Fig. 1: run 1, PDN straps and rails
Pins as bars on the die edge. Tap cells in grey.
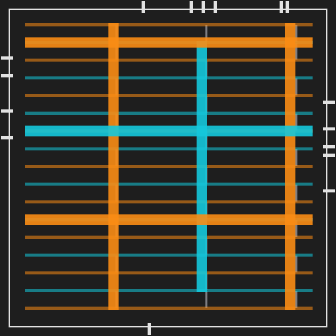
Fig. 2: run 1, placed cells, one colour a class
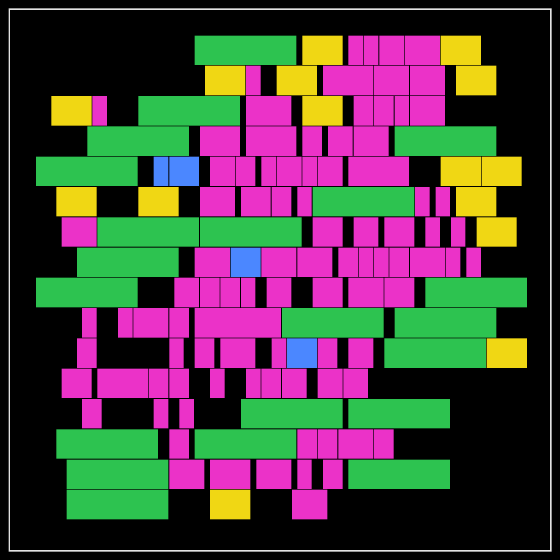
Fig. 3: run 1, routed clock nets over the placement
Scale bar: 10 um.
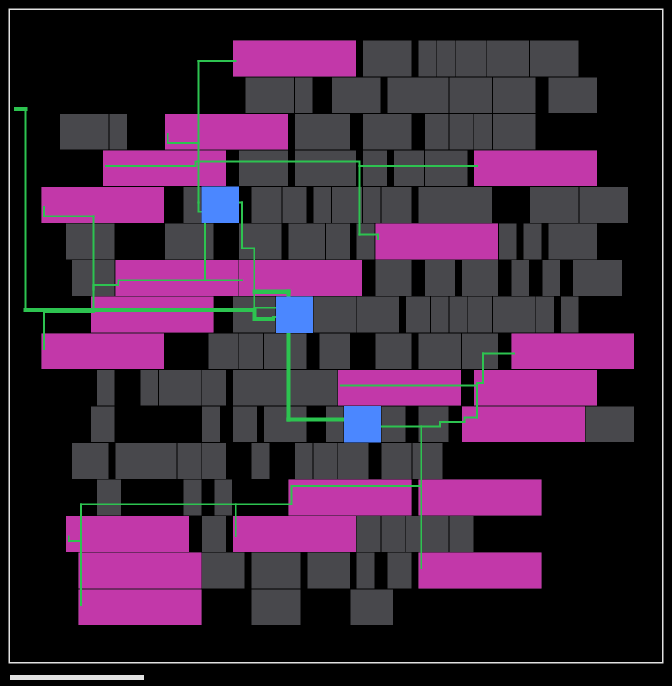
$ cat src/rtl/clk_wiz_supervisor.sv
// clk_wiz_supervisor: power-up/lock supervisor for clk_wiz_0 (ports: clk_in1, reset, locked, restart -> mmcm_reset, rst_out, ready, fail, lock_lost, retry_cnt, state)
module clk_wiz_supervisor #(
  parameter int RST_HOLD_CYCLES    = 16,
  parameter int LOCK_TIMEOUT       = 1000,
  parameter int LOCK_STABLE_CYCLES = 64,
  parameter int MAX_RETRIES        = 3
) (
  input  logic       clk_in1,
  input  logic       reset,
  input  logic       locked,
  input  logic       restart,
  output logic       mmcm_reset,
  output logic       rst_out,
  output logic       ready,
  output logic       fail,
  output logic       lock_lost,
  output logic [3:0] retry_cnt,
  output logic [2:0] state
);
  localparam int MAX_AB = RST_HOLD_CYCLES > LOCK_TIMEOUT ? RST_HOLD_CYCLES : LOCK_TIMEOUT;
  localparam int MAX_P  = MAX_AB > LOCK_STABLE_CYCLES ? MAX_AB : LOCK_STABLE_CYCLES;
  localparam int CW     = $clog2(MAX_P) + 1;
  localparam logic [2:0] HOLD = 3'd0, WAIT_LOCK = 3'd1, STABLE = 3'd2, RUN = 3'd3, FAIL = 3'd4;
  logic [1:0]    sync;
  logic          locked_s;
  logic [CW-1:0] cnt, cnt_n;
  logic [2:0]    state_n;
  logic [3:0]    retry_n;
  logic          lost_n;
  assign locked_s = sync[1];
  always_comb begin
    state_n = state;
    retry_n = retry_cnt;
    lost_n  = lock_lost;
    if (restart) begin
      state_n = HOLD;
      retry_n = '0;
      lost_n  = 1'b0;
    end else begin
      case (state)
        HOLD:      state_n = cnt == CW'(RST_HOLD_CYCLES - 1) ? WAIT_LOCK : HOLD;
        WAIT_LOCK: begin
          if (locked_s) state_n = STABLE;
          else if (cnt == CW'(LOCK_TIMEOUT - 1)) begin
            retry_n = retry_cnt + 4'd1;
            state_n = retry_n == 4'(MAX_RETRIES) ? FAIL : HOLD;
          end
        end
        STABLE: begin
          if (!locked_s) state_n = WAIT_LOCK;
          else if (cnt == CW'(LOCK_STABLE_CYCLES - 1)) begin
            state_n = RUN;
            retry_n = '0;
          end
        end
        RUN: begin
          if (!locked_s) begin
            state_n = HOLD;
            lost_n  = 1'b1;
          end
        end
        FAIL:    state_n = FAIL;
        default: state_n = HOLD;
      endcase
    end
    // RUN and FAIL have no timed exit, so the counter parks at zero there
    cnt_n = (restart || state_n != state || state == RUN || state == FAIL) ? '0 : cnt + CW'(1);
  end
  always_ff @(posedge clk_in1 or posedge reset) begin
    if (reset) begin
      sync      <= '0;
      cnt       <= '0;
      state     <= HOLD;
      retry_cnt <= '0;
      lock_lost <= 1'b0;
    end else begin
      sync      <= {sync[0], locked};
      cnt       <= cnt_n;
      state     <= state_n;
      retry_cnt <= retry_n;
      lock_lost <= lost_n;
    end
  end
  assign mmcm_reset = state == HOLD || state == FAIL;
  assign rst_out    = state != RUN;
  assign ready      = state == RUN;
  assign fail       = state == FAIL;
endmodule

$ cat config.mk
export PLATFORM = sky130hd
export DESIGN_NAME = clk_wiz_supervisor
export DESIGN_NICKNAME = d
export VERILOG_FILES = /design/src/rtl/clk_wiz_supervisor.sv
export SDC_FILE = /design/constraint.sdc
export NUM_CORES = 1
export LEC_CHECK = 0
export ABC_CLOCK_PERIOD_IN_PS = 6800
export CAP_MARGIN = 20
export CORE_MARGIN = 2
export CORE_UTILIZATION = 57
export DETAILED_ROUTE_END_ITERATION = 12
export PLACE_DENSITY = 0.9
export SETUP_SLACK_MARGIN = 0.3
export SLEW_MARGIN = 20
export SYNTH_ARGS = -nofsm -noshare
export SYNTH_HDL_FRONTEND = slang
export SYNTH_SLANG_ARGS = --single-unit
$ cat constraint.sdc
create_clock -name clk_in1 -period 6.8 [get_ports clk_in1]
set_input_delay 1.02 -clock clk_in1 [delete_from_list [all_inputs] [get_ports clk_in1]]
set_output_delay 1.02 -clock clk_in1 [all_outputs]
set_load 0.05 [all_outputs]
==> notes.md, run 1 <==
Ranking logic cells in the layout by count gives the top entries 21 x sky130_fd_sc_hd__dfrtp_1, 15 x sky130_fd_sc_hd__clkdlybuf4s50_1, 14 x sky130_fd_sc_hd__nor2_1, 10 x sky130_fd_sc_hd__nor3_1. Counting instances in the post-synthesis netlist gives the leading cell types as 21 x sky130_fd_sc_hd__dfrtp_1, 14 x sky130_fd_sc_hd__nor2_1, 10 x sky130_fd_sc_hd__nor3_1, 8 x sky130_fd_sc_hd__nand2_1, 8 x sky130_fd_sc_hd__nand3_1. TritonCTS built the clock tree.

With the register bit count reported by yosys at 21, the total via count in the routed design is 942. The final weighted congestion recorded by global placement is 0.838. The highest supply drop recorded on VDD is 0.119 mV. Measured against its own limit, the worst slew margin works out to 37.9%. In the Yosys report, the sequential cells make up 46.6% of the chip area. The main area contributors are sky130_fd_sc_hd__dfrtp_1 47%, sky130_fd_sc_hd__xnor2_1 5.4%, sky130_fd_sc_hd__nor2_1 4.7%. The run gives 0 as the global-route congestion overflow total. The flow ran to the end, and the final reports show no timing, DRC or antenna violations. Compared with the post-synthesis result, the final layout area differs by 17.5%. With the area fraction in mux cells at 0.998%, the maximum clock path buffer count is 2. The synth_stat.txt file lists the number of cells as 116. The final layout contains routed wiring with a total length of 2.30 mm.

The overall fraction of global-route tracks in use is 21.8%, and the height of the die is 48.5 um. The most used flip-flop cell after synthesis is sky130_fd_sc_hd__dfrtp_1. The run gives 15 for the number of non-clock buffers. The logs give 1130 um^2 for the area of the synthesized netlist per yosys stat and 0.00273 ns for the setup skew after layout.

Count of buffer and inverter cells on the critical path: 2. The clock transition at the register clock pins on the worst setup and hold paths after CTS was 0.11 ns. Yosys instantiated no cell more often than sky130_fd_sc_hd__dfrtp_1. For reference, the critical path cell chain is nor2b_1 > nand2_1 > inv_1 > clkdlybuf4s50_1.

The run gives 55 as the violation count after the first detailed-route iteration. The delay of the slowest cell on the worst path was 0.81 ns; the layout net count was 140. The logs give 0 for the number of hold violations in the final report and 929 for the number of global-route vias before repair.
About Fig. 1:
legend:
  orange:
    net: VSS
  cyan:
    net: VDD
met4 straps: 3
signal pins: 16
met1 rails: 17

About Fig. 2:
legend:
  green:
    class: flops
    cells: 21
    share_of_their_area: 41%
  blue:
    class: clock drivers and dummy loads
    cells: 4
    share_of_their_area: 2.0%
  magenta:
    class: all other logic
    cells: 92
    share_of_their_area: 46%
  yellow:
    class: other buffers and delay cells
    cells: 15
    share_of_their_area: 12%
floorplan core area: 1920 um^2
final standard cell area without fillers: 1330 um^2
Placement Rows: 16

About Fig. 3:
legend:
  magenta:
    item: flip-flops
    count: 21
  blue:
    item: cells driving clock nets
    count: 3
  green:
    item: clock wires
    length: 230 um
flops lie: widely spread
clock power share: 29.3%
clock network power consumption: 0.0584 mW

[run 1: worst max path at each step]
stage | from | to | slack (ns) | cells after the start
after floorplan | state[0]$_DFF_PP0_ | fail | 3.82 | 2
after global placement | restart | cnt[1]$_DFF_PP0_ | 3.84 | 4
after detailed placement | restart | cnt[7]$_DFF_PP0_ | 3.71 | 4
after CTS | state[1]$_DFF_PP0_ | ready | 3.66 | 4
after global routing | state[1]$_DFF_PP0_ | ready | 3.54 | 4
final | state[1]$_DFF_PP0_ | ready | 3.66 | 4
[run 1: layer usage]
metal | routed length, um | track usage [%] | share of wire, % | vias up
li1 | - | - | - | 442
met1 | 995 | 27.4 | 43 | 455
met2 | 1150 | 38.4 | 50 | 39
met3 | 121 | 4.01 | 5.3 | 6
met4 | 25 | 6.67 | 1.1 | 0
met5 | 0 | 0 | 0 | -
[run 1: sequential cells by signal, indices dropped and copies added (netlist names)]
| register | cells |
|---|---|
| cnt | 11 |
| sync | 2 |
| lock_lost | 1 |
| state | 3 |
| retry_cnt | 4 |
[run 1: power breakdown]
group / switching (mW) / internal (mW)
logic: 0.00618 / 0.00465
clock network: 0.0355 / 0.0229
registers: 0.00282 / 0.127
total: 0.0445 / 0.154
[run 1: stage by stage]
stage | cell area, um^2 | utilization [%] | cells | hold slack [ns] | worst slack (ns)
after floorplan | 1130 | - | 116 | 0.331 | 3.82
after global placement | 1300 | 67.6 | 155 | 0.332 | 3.84
after detailed placement | 1300 | 67.6 | 155 | 0.340 | 3.71
after CTS | 1330 | 69.0 | 159 | 0.367 | 3.66
after global routing | 1330 | 69.0 | 159 | 0.381 | 3.54
final | 1330 | 69.0 | 159 | 0.364 | 3.66
==> run 2, diff against run 1 <==
--- a/config.mk
+++ b/config.mk
@@ -5,12 +5,12 @@
 export SDC_FILE = /design/constraint.sdc
 export NUM_CORES = 1
 export LEC_CHECK = 0
-export ABC_CLOCK_PERIOD_IN_PS = 6800
+export ABC_CLOCK_PERIOD_IN_PS = 3100
 export CAP_MARGIN = 20
 export CORE_MARGIN = 2
-export CORE_UTILIZATION = 57
+export CORE_UTILIZATION = 53
 export DETAILED_ROUTE_END_ITERATION = 12
-export PLACE_DENSITY = 0.9
+export PLACE_DENSITY = 0.85
 export SETUP_SLACK_MARGIN = 0.3
 export SLEW_MARGIN = 20
 export SYNTH_ARGS = -nofsm -noshare
==> constraint.sdc (replaced) <==
create_clock -name clk_in1 -period 3.1 [get_ports clk_in1]
set_input_delay 0.465 -clock clk_in1 [delete_from_list [all_inputs] [get_ports clk_in1]]
set_output_delay 0.465 -clock clk_in1 [all_outputs]
set_load 0.05 [all_outputs]
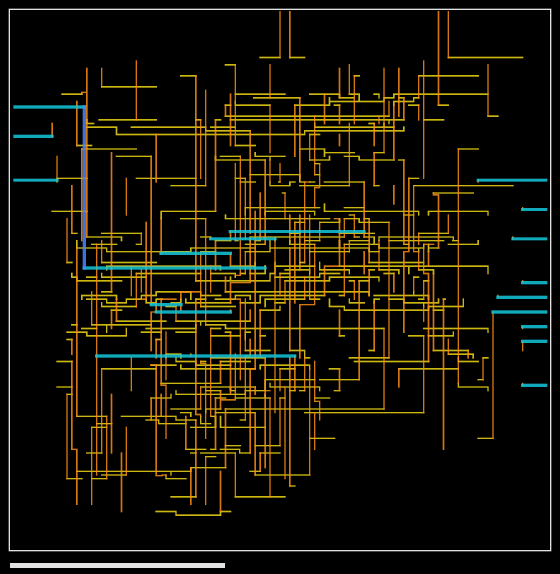
Fig. 4. Metal layers overlaid (run 2).
Scale bar: 20 um.
legend:
  cyan:
    layer: met3
    wire_length: 113 um
  blue:
    layer: met4
    wire_length: 15.0 um
  yellow:
    layer: met1
    wire_length: 939 um
  orange:
    layer: met2
    wire_length: 1010 um

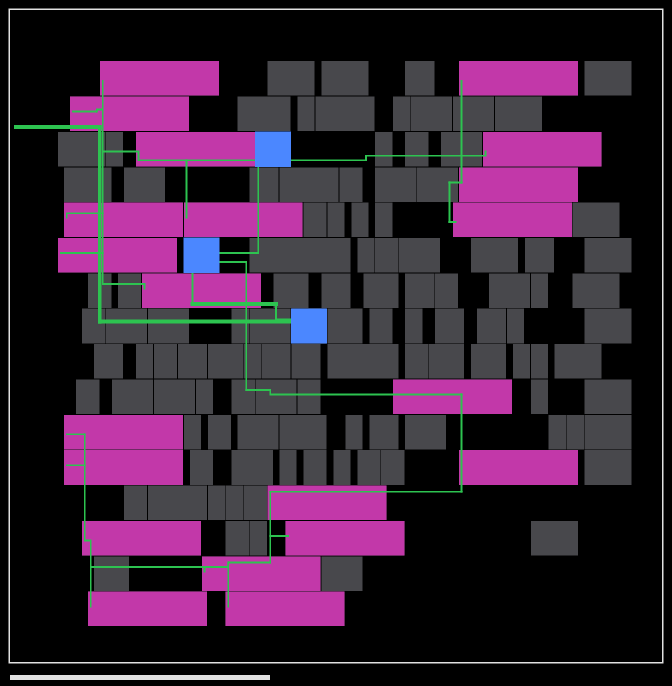
Fig. 5. Routed clock nets over the placement (run 2).
Scale bar: 20 um.
clock latency of the later-clocked register in the worst-skew pair: 0.30 ns
clock network power consumption: 0.130 mW

==> run 2 against run 1 <==
Effect of this change: total power is 120% higher; synthesized cell count stayed put; sequential power is 120% higher; clock power is 120% higher; worst setup slack worse by 3.1 ns; combinational power is 140% higher; die area is 6.9% higher; non-clock buffer count is 1 higher; clock skew is 0.0050 ns higher; global-route usage is 2.9 points lower; cell count is 0.63% higher; largest power group unchanged.
==> notes.md, run 2 <==
The run gives 0.100 mW (+130%) as the switching power. By area the synthesized netlist is led by sky130_fd_sc_hd__dfrtp_1 47%, sky130_fd_sc_hd__xnor2_1 5.4%, sky130_fd_sc_hd__nor2_1 4.7%. The worst hold slack was 0.366 ns (+0.00229 ns). Combinational cell fraction of total power: 5.8% (+0.4 points). The run gives 0 (unchanged) as the number of hold violations in the final report. The dominant power group was sequential cells. The final instance count without filler cells came out at 160 (+0.63%). The setup skew after layout came out at 0.00775 ns (+0.00502 ns).

Most common cell in the netlist: sky130_fd_sc_hd__dfrtp_1. cnt holds more flip-flops than any other register. After synthesis, the most frequently instantiated cells are 21 x sky130_fd_sc_hd__dfrtp_1, 14 x sky130_fd_sc_hd__nor2_1, 10 x sky130_fd_sc_hd__nor3_1, 8 x sky130_fd_sc_hd__nand2_1, 8 x sky130_fd_sc_hd__nand3_1. The maximum clock path buffer count is 2 (unchanged), and the violation count after the first detailed-route iteration is 31 (-44%). The post-layout instance area is 1330 um^2 (+0.57%), and the global-route congestion overflow total is 0 (unchanged). The run finished with clean final reports.

The flow measured a signed area growth from synthesis to layout of 18.2%. Post-synthesis sequential area ratio: 46.6% (unchanged). The maximum vdd drop is 0.358 mV (+200%), and the number of flip-flops under the largest register name is 11 (unchanged). The run gives 50.1 um (+3.4%) for the height of the die. The area fraction in mux cells came out at 0.998% (unchanged).
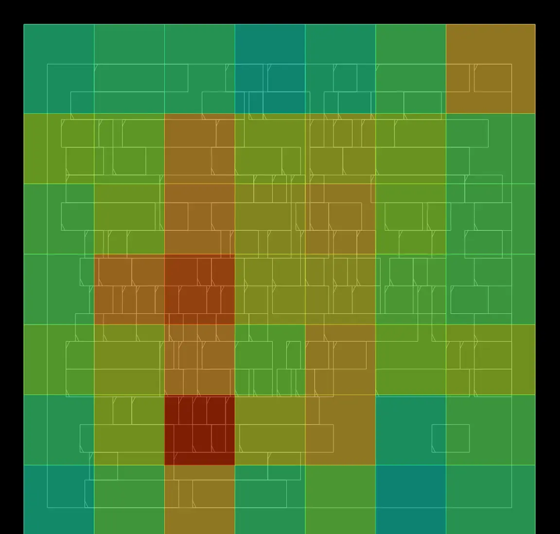
Fig. 6. Congestion heat map (run 2).
GRT Overall Usage: 18.9%
most heavily used metal layer in global routing: met2

==> run 2: cell count changes in the layout (fill, tap and decap cells not counted), sizes merged <==
cell  before  now
buf        0    1
==> run 2: worst max path at each step <==
stage | slack (ns) | cells past startpoint | startpoint | endpoint
after global placement | 0.63 | 5 | cnt[3]$_DFF_PP0_ | cnt[6]$_DFF_PP0_
final | 0.52 | 5 | cnt[4]$_DFF_PP0_ | cnt[3]$_DFF_PP0_
after CTS | 0.53 | 5 | cnt[4]$_DFF_PP0_ | cnt[3]$_DFF_PP0_
after detailed placement | 0.56 | 5 | cnt[3]$_DFF_PP0_ | cnt[3]$_DFF_PP0_
after global routing | 0.39 | 5 | cnt[4]$_DFF_PP0_ | cnt[1]$_DFF_PP0_
after floorplan | 0.64 | 5 | state[1]$_DFF_PP0_ | cnt[3]$_DFF_PP0_
==> run 2: cell type report <==
| class | count | area, um^2 |
|---|---|---|
| Multi-Input combinational cell | 88 | 576 |
| Clock buffer | 4 | 26.3 |
| Tap cell | 27 | 33.8 |
| Inverter | 4 | 15.0 |
| Fill cell | 156 | 648 |
| Sequential cell | 21 | 526 |
| Timing Repair Buffer | 16 | 158 |
==> run 2: metal layers <==
metal | vias up | part of all wire [%] | GRT usage [%]
met5 | - | 0 | 0
met4 | 0 | 0.68 | 6.48
met3 | 2 | 5.4 | 3.57
met2 | 27 | 49 | 29.4
met1 | 442 | 45 | 26.5
li1 | 445 | - | -
==> run 2: worst max-delay path, stage by stage, from the launching register on <==
cell and delay, ns:
sky130_fd_sc_hd__dfrtp_1 0.45, sky130_fd_sc_hd__or4b_1 0.51, sky130_fd_sc_hd__or3_1 0.37, sky130_fd_sc_hd__or4_1 0.56, sky130_fd_sc_hd__o31ai_4 0.45, sky130_fd_sc_hd__nor3_1 0.11
==> run 3, diff against run 2 <==
--- a/config.mk
+++ b/config.mk
@@ -5,7 +5,7 @@
 export SDC_FILE = /design/constraint.sdc
 export NUM_CORES = 1
 export LEC_CHECK = 0
-export ABC_CLOCK_PERIOD_IN_PS = 3100
+export ABC_CLOCK_PERIOD_IN_PS = 2700
 export CAP_MARGIN = 20
 export CORE_MARGIN = 2
 export CORE_UTILIZATION = 53
==> constraint.sdc (replaced) <==
create_clock -name clk_in1 -period 2.7 [get_ports clk_in1]
set_input_delay 0.405 -clock clk_in1 [delete_from_list [all_inputs] [get_ports clk_in1]]
set_output_delay 0.405 -clock clk_in1 [all_outputs]
set_load 0.05 [all_outputs]
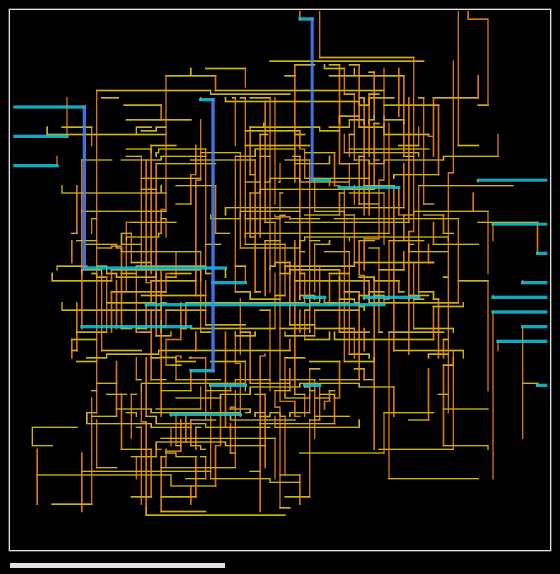
Fig. 7. Metal layers overlaid (run 3).
Scale bar: 20 um.
legend:
  yellow:
    layer: met1
    wire_length: 1150 um
  orange:
    layer: met2
    wire_length: 1280 um
  cyan:
    layer: met3
    wire_length: 124 um
  blue:
    layer: met4
    wire_length: 55.1 um
GRT Overall Usage: 23.7%
mean routed wirelength per cell: 15.6 um
Routed WL: 2.61 mm
count of vias placed by the detailed router: 987

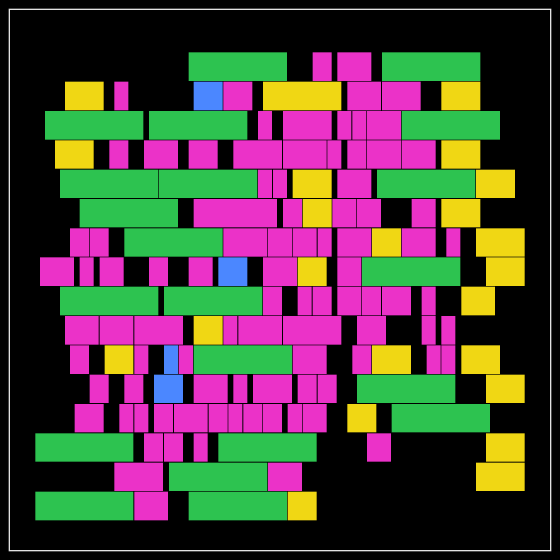
Fig. 8. Placed cells, one colour a class (run 3).
legend:
  yellow:
    class: other buffers and delay cells
    cells: 23
    share_of_their_area: 16%
  blue:
    class: clock drivers and dummy loads
    cells: 4
    share_of_their_area: 1.9%
  magenta:
    class: all other logic
    cells: 92
    share_of_their_area: 44%
  green:
    class: flops
    cells: 21
    share_of_their_area: 38%
floorplan core area: 1980 um^2
final standard cell area without fillers: 1420 um^2

==> run 3 against run 2 <==
Effect of this change: hold slack worse by 0.0033 ns; sequential cell count stayed put; via count grew 7.8%; clock power up 18%; non-clock buffer count is 7 higher; worst setup slack got worse by 0.18 ns; critical path depth stayed put; global-route usage up 4.8 points; combinational power grew 37%; sequential power up 15%; critical path type unchanged.
==> notes.md, run 3 <==
The violation count after the first detailed-route iteration is 44 (+42%), and the setup skew after layout is 0.00387 ns (-0.00389 ns). Compared with the post-synthesis result, the final layout area differs by 25.8%. Per STA, the startpoint of the critical path is cnt[4]$_DFF_PP0_.

The dominant power group is sequential cells. The run finished with clean final reports. The tools report the final instance count without filler cells as 167 (+4.4%).

The run gives 6.8% (+1.0 points) as the combinational cell fraction of total power. The run gives 0.154 mW (+18%) for the power dissipated in the clock network. Sorting the synthesized cells by area gives the leading types as sky130_fd_sc_hd__dfrtp_1 47%, sky130_fd_sc_hd__xnor2_1 5.4%, sky130_fd_sc_hd__nor2_1 4.7%.

Global-route congestion overflow total: 0 (unchanged). Register bank with the most flops: cnt. The tree built by TritonCTS fans out to 21 sinks. The number of flip-flops under the largest register name was 11 (unchanged). The number of fill cells in the layout came out at 160 (+2.6%).

Worst hold slack: 0.363 ns (-0.00330 ns). The met3 layer usage reported by global route was 2.08% (-1.5 points). The commonest cells after synthesis are 21 x sky130_fd_sc_hd__dfrtp_1, 14 x sky130_fd_sc_hd__nor2_1, 10 x sky130_fd_sc_hd__nor3_1, 8 x sky130_fd_sc_hd__nand2_1, 8 x sky130_fd_sc_hd__nand3_1.

The run gives 0 (unchanged) for the number of hold violations in the final report. The most common cell in the netlist is sky130_fd_sc_hd__dfrtp_1. The met1 global-route usage is 31.1% (+4.6 points). The tools report the maximum vdd drop as 0.309 mV (-14%).

The clock insertion delay at the later pin of the skew report came out at 0.31 ns (about the same). Terminating pin of the worst hold path: sync[1]$_DFF_PP0_. For this run, the post-layout net count is 148. The tools report the switching power as 0.122 mW (+21%). The tools report the post-synthesis sequential area ratio as 46.6% (unchanged). After detailed routing, the number of remaining DRC violations is 0.
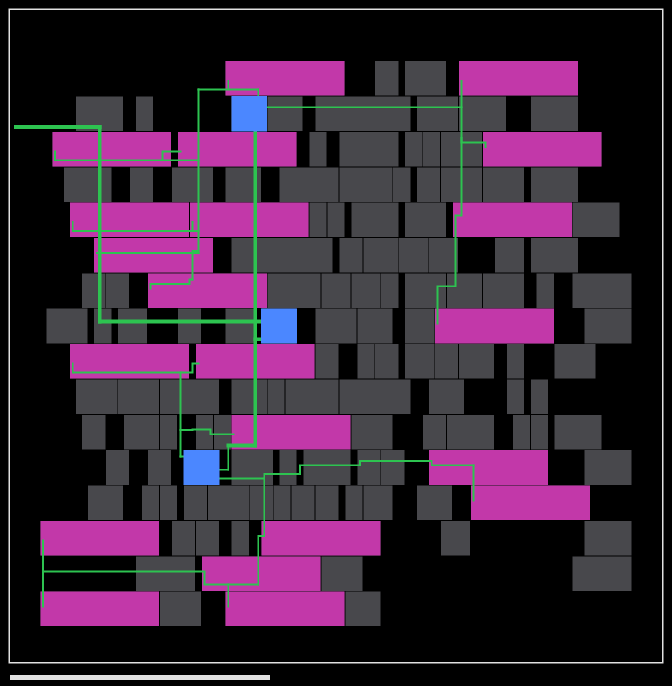
Fig. 9. Routed clock nets over the placement (run 3).
Scale bar: 20 um.
legend:
  green:
    item: clock wires
    length: 252 um
  magenta:
    item: flip-flops
    count: 21
  blue:
    item: cells driving clock nets
    count: 3
flops lie: widely spread

run 3: cells by family after synthesis:
group,Yosys count,synth area share [%]
AND-OR/OR-AND,16,12.3
XOR/XNOR,12,9.31
adder cells (fa/ha/maj),3,3.33
buffers and inverters,7,2.44
flip-flops,21,46.6
multiplexers,1,0.998
AND/OR/NAND/NOR,56,25.1
run 3: layout make-up:
cell class	instances	area, um^2	share of cell area [%]
clock buffer	4	26.3	1.85
tap	27	33.8	2.38
sequential	21	526	37.0
timing repair buffer	23	226	15.9
inverter	4	15.0	1.06
multi-input combinational	88	593	41.8
run 3: stage by stage:
step | setup WS, ns | total power [mW] | utilization (%)
after floorplan | 0.327 | 0.351 | -
after global placement | 0.232 | 0.362 | 67.2
after detailed placement | 0.177 | 0.364 | 67.2
after CTS | 0.301 | 0.517 | 69.9
after global routing | 0.287 | 0.537 | 71.7
final | 0.340 | 0.516 | 71.7
run 3: how the worst max path moves through the flow:
stage	endpoint	cells after the start	slack (ns)
floorplan	fail	2	0.33
global placement	cnt[1]$_DFF_PP0_	5	0.23
detailed placement	cnt[0]$_DFF_PP0_	5	0.18
CTS	cnt[6]$_DFF_PP0_	6	0.30
global route	cnt[6]$_DFF_PP0_	6	0.29
finish	retry_cnt[0]$_DFFE_PP0P_	5	0.34
run 3: per-layer routing:
metal,vias to the layer above,share of wire [%]
met4,0,2.1
met3,7,4.8
met2,34,49
met1,482,44
li1,464,-
met5,-,0
run 3: worst max-delay path: stages, from the launching register on:
cell	delay, ns
sky130_fd_sc_hd__dfrtp_1	0.43
sky130_fd_sc_hd__or4b_1	0.52
sky130_fd_sc_hd__or3_4	0.36
sky130_fd_sc_hd__or4_4	0.48
sky130_fd_sc_hd__and2_1	0.20
sky130_fd_sc_hd__mux2_2	0.27
No activity file was given, so power comes from the tool's default toggle rates.
